===== src/rtl/cavlc_block_sequencer.sv =====
// Block-level control sequencer for the CAVLC residual decoder: walks each block through
// coeff_token, level and zero/run decode and routes the owning stage's shift request.
module cavlc_block_sequencer #(
    parameter int unsigned SHIFT_W      = 5,
    parameter int unsigned TOKEN_STAGES = 1,
    parameter int unsigned TIMEOUT_W    = 8,
    parameter int unsigned NUM_BLK_W    = 5
) (
    input  logic                 Clk,
    input  logic                 Reset,
    input  logic                 Enable,
    input  logic                 BarrelShifterReady,
    input  logic [4:0]           MaxNumCoeff,
    input  logic [NUM_BLK_W-1:0] NumBlocks,
    input  logic [4:0]           TotalCoeff,
    input  logic [SHIFT_W-1:0]   NumShift_CoeffToken,
    input  logic [SHIFT_W-1:0]   NumShift_Level,
    input  logic                 ShiftEn_Level,
    input  logic [SHIFT_W-1:0]   NumShift_Zero,
    input  logic                 ShiftEn_Zero,
    input  logic                 LevelDone,
    input  logic                 ZeroDone,
    output logic                 ShiftEn,
    output logic [SHIFT_W-1:0]   NumShift,
    output logic                 CoeffTokenEnable,
    output logic                 LevelEnable,
    output logic                 ZeroEnable,
    output logic                 BlockDone,
    output logic                 RunDone,
    output logic [NUM_BLK_W-1:0] BlockCount,
    output logic                 Busy,
    output logic                 Error
);

    typedef enum logic [2:0] {
        StIdle,
        StToken,
        StTokenShift,
        StLevel,
        StZero,
        StDone,
        StError
    } state_e;

    localparam logic [3:0]           TokLast = 4'(TOKEN_STAGES - 1);
    // Last count before expiry, so the transition lands as the counter reaches all-ones.
    localparam logic [TIMEOUT_W-1:0] WdLast  = {{(TIMEOUT_W - 1){1'b1}}, 1'b0};

    state_e               state_q, state_d;
    logic [3:0]           tok_cnt_q, tok_cnt_d;
    logic [4:0]           tc_q, tc_d;
    logic [TIMEOUT_W-1:0] wd_cnt_q, wd_cnt_d;
    logic [NUM_BLK_W-1:0] blk_cnt_q, blk_cnt_d;
    logic [NUM_BLK_W-1:0] blk_inc;
    logic                 last_blk;
    logic                 run_done_d;

    // Wraps naturally, so NumBlocks==0 means a full 2^NUM_BLK_W run.
    assign blk_inc  = blk_cnt_q + NUM_BLK_W'(1);
    assign last_blk = (blk_inc == NumBlocks);

    always_comb begin
        state_d    = state_q;
        tok_cnt_d  = tok_cnt_q;
        tc_d       = tc_q;
        wd_cnt_d   = wd_cnt_q;
        blk_cnt_d  = blk_cnt_q;
        run_done_d = 1'b0;
        ShiftEn    = 1'b0;
        NumShift   = '0;
        case (state_q)
            StIdle: begin
                if (Enable && BarrelShifterReady) begin
                    state_d   = StToken;
                    tok_cnt_d = '0;
                end
            end
            StToken: begin
                tok_cnt_d = tok_cnt_q + 4'd1;
                if (tok_cnt_q == TokLast) state_d = StTokenShift;
            end
            StTokenShift: begin
                ShiftEn  = BarrelShifterReady;
                NumShift = NumShift_CoeffToken;
                if (BarrelShifterReady) begin
                    tc_d     = TotalCoeff;
                    wd_cnt_d = '0;
                    state_d  = (TotalCoeff == 5'd0) ? StDone : StLevel;
                end
            end
            StLevel: begin
                ShiftEn  = ShiftEn_Level;
                NumShift = NumShift_Level;
                if (wd_cnt_q == WdLast) begin
                    state_d = StError;
                end else if (LevelDone) begin
                    wd_cnt_d = '0;
                    state_d  = (tc_q >= MaxNumCoeff) ? StDone : StZero;
                end else begin
                    wd_cnt_d = wd_cnt_q + TIMEOUT_W'(1);
                end
            end
            StZero: begin
                ShiftEn  = ShiftEn_Zero;
                NumShift = NumShift_Zero;
                if (wd_cnt_q == WdLast) begin
                    state_d = StError;
                end else if (ZeroDone) begin
                    state_d = StDone;
                end else begin
                    wd_cnt_d = wd_cnt_q + TIMEOUT_W'(1);
                end
            end
            StDone: begin
                tok_cnt_d = '0;
                if (last_blk) begin
                    run_done_d = 1'b1;
                    blk_cnt_d  = '0;
                    state_d    = StIdle;
                end else begin
                    blk_cnt_d = blk_inc;
                    state_d   = (Enable && BarrelShifterReady) ? StToken : StIdle;
                end
            end
            StError: begin
                if (!Enable) begin
                    state_d   = StIdle;
                    blk_cnt_d = '0;
                end
            end
            default: state_d = StIdle;
        endcase
    end

    assign Busy       = (state_q != StIdle);
    assign BlockCount = blk_cnt_q;

    always_ff @(posedge Clk or posedge Reset) begin
        if (Reset) begin
            state_q          <= StIdle;
            tok_cnt_q        <= '0;
            tc_q             <= '0;
            wd_cnt_q         <= '0;
            blk_cnt_q        <= '0;
            CoeffTokenEnable <= 1'b0;
            LevelEnable      <= 1'b0;
            ZeroEnable       <= 1'b0;
            BlockDone        <= 1'b0;
            RunDone          <= 1'b0;
            Error            <= 1'b0;
        end else begin
            state_q          <= state_d;
            tok_cnt_q        <= tok_cnt_d;
            tc_q             <= tc_d;
            wd_cnt_q         <= wd_cnt_d;
            blk_cnt_q        <= blk_cnt_d;
            CoeffTokenEnable <= (state_q == StToken);
            LevelEnable      <= (state_q == StLevel);
            ZeroEnable       <= (state_q == StZero);
            BlockDone        <= (state_q == StDone);
            RunDone          <= run_done_d;
            Error            <= (state_d == StError);
        end
    end

endmodule


===== config.mk =====
export PLATFORM = sky130hd
export DESIGN_NAME = cavlc_block_sequencer
export DESIGN_NICKNAME = d
export VERILOG_FILES = /design/src/rtl/cavlc_block_sequencer.sv
export SDC_FILE = /design/constraint.sdc
export NUM_CORES = 1
export LEC_CHECK = 0
export ABC_CLOCK_PERIOD_IN_PS = 3730
export CAP_MARGIN = 20
export CORE_ASPECT_RATIO = 1.4
export CORE_UTILIZATION = 43
export DETAILED_ROUTE_END_ITERATION = 12
export PLACE_DENSITY = 0.7
export SYNTH_ARGS = -nofsm -noshare
export SYNTH_HDL_FRONTEND = slang
export SYNTH_SLANG_ARGS = --single-unit
export TNS_END_PERCENT = 100

===== constraint.sdc =====
create_clock -name Clk -period 3.73 [get_ports Clk]
set_input_delay 0.5595 -clock Clk [delete_from_list [all_inputs] [get_ports Clk]]
set_output_delay 0.5595 -clock Clk [all_outputs]
set_load 0.02 [all_outputs]

Cell outlines without signal wires:
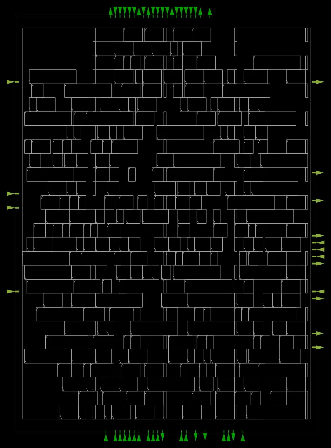
CORE AREA: 0.004274 sq mm
flop count: 31

A small window of the routed layout:
Region (34, 51) to (54, 71) um. Cells in gray, sequential cells in the stronger gray; small squares are vias.
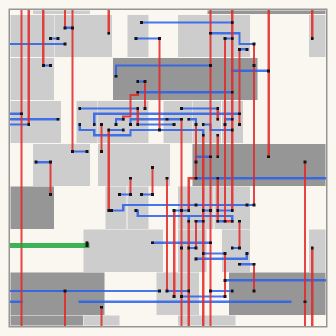
Key: met2 = red; met1 = blue; met3 = green
Netlist names of flops here include `tok_cnt_q` (3), `state_q` (1). Sequential cells in the window: 4. 25 logic cells have their middle in the window. Most frequent: o21ai_0 (4), clkdlybuf4s50_1 (4), dfrtp_1 (4).

Sizing map:
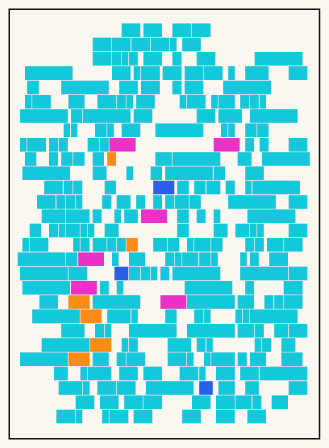
Key: drive 3 to 4 = blue [cells 3, share 1.1%, most used buf_4]; drive 6 and up = magenta [cells 6, share 2.2%, most used clkbuf_8]; drive 1 or less = cyan [cells 259, share 95%, most used clkdlybuf4s50_1]; drive 2 = orange [cells 6, share 2.2%, most used mux2_2]

Pin placement:
The bar under the picture is 20 um long. Pins as bars across the die edge, other pins in gray.
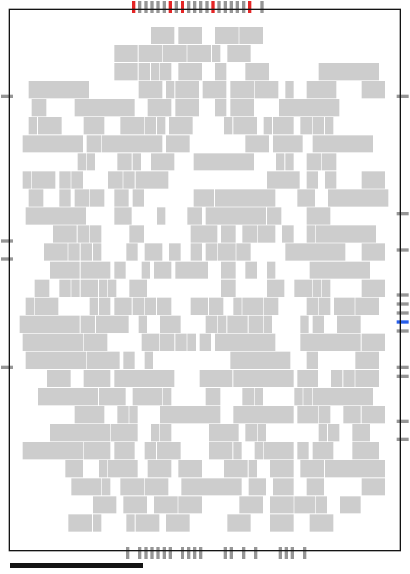
Key: `BarrelShifterReady` = blue [pins 1, direction input, edge east]; `NumShift` = red [pins 5, direction output, edge north]

==> impl_metrics.csv <==
group,metric,value,unit
worst_setup_path,cp.required,3.17,ns
logic_synthesis,avgSynthCellArea,8.955,sq um
sta,period_needed,2.998,ns
detailed_routing,m1WireLength,1784,um
floorplanning,taps,60,
pwr,seq-power,0.550,mW
final_layout,post-route-util,61.56,%
detailed_routing,vias_per_cell,5.198,
pwr,clkPwrFrac,17.2,%
detailed_routing,drtIter0Drc,88,
logic_synthesis,ff_type,"dfrtp_1",
final_layout,nets,322,
floorplanning,dieHeight,81.36,um
worst_setup_path,max_stage_delay,0.73,ns
detailed_routing,top_layer_used,"met4",
sta,slew_violations,0,
clocking,cts_resized,0,
logic_synthesis,yosys.area_share.aoi,18.43,%
worst_setup_path,crit-reg2reg-launch,"state_q[0]$_DFF_PP0_",
sta,setup_viol,0,
logic_synthesis,ys_area,0.001934,sq mm
final_layout,n_antenna_cell,0,
final_layout,lay_top_count,"clkdlybuf4s50_1",
final_layout,fillers,382,
clocking,cts.path.max_buffers,2,
grt,grt_max_degree,32,
placed_design,post-place-ws,0.9510,ns
grt,grt_pass1_vias,1599,
grt,grt_util_met1,20.69,%
logic_synthesis,mux_area_share,7.503,%
final_layout,combAreaFraction,40.42,%
detailed_routing,vias,1736,
pwr,power,1.528,mW
sta,worst_pin_slew,0.6017,ns
logic_synthesis,ys_seq_elements,31,
placed_design,place_inst,327,
detailed_routing,drt-pass1-iter-count,4,
run_status,status,"complete, no violations",
clocking,clk_pin_slew,0.06,ns
detailed_routing,drt-total-wl,4370,um
pwr,power_frac_comb,46.8,%
final_layout,clock_cell_area_share,3.329,%
placed_design,placed_area,0.002544,sq mm
worst_setup_path,end_kind,"primary output",
sta,rsz0062_at_grt,"no",
pwr,powerComb,0.715,mW
clocking,cts_setup_buffers,0,
final_layout,comb_area,0.001064,sq mm
final_layout,n_clock_buffer,6,
logic_synthesis,fp_nets,264,
worst_setup_path,cp_cell_sequence,"or3b_4 > clkinv_1 > a221o_1 > clkdlybuf4s50_1",
logic_synthesis,syn_inst,216,
[sequential cells by signal, summed over array words and instances (netlist names)]
register	flops
wd_cnt_q	8
Error	1
CoeffTokenEnable	1
state_q	3
ZeroEnable	1
BlockCount	5
tc_q	5
LevelEnable	1
RunDone	1
tok_cnt_q	4
BlockDone	1
[final timing paths]
path	endpoint	slack, ns	cells past startpoint
min in group asynchronous	LevelEnable$_DFF_PP0_	0.66	3
max	ShiftEn	0.73	4
max in group asynchronous	wd_cnt_q[2]$_DFFE_PP0P_	2.78	3
min reg2reg	tok_cnt_q[3]$_DFFE_PP0P_	0.49	1
min	tok_cnt_q[3]$_DFFE_PP0P_	0.49	1
max reg2reg	wd_cnt_q[0]$_DFFE_PP0P_	1.70	4
Power is estimated from default activity; no workload was simulated.
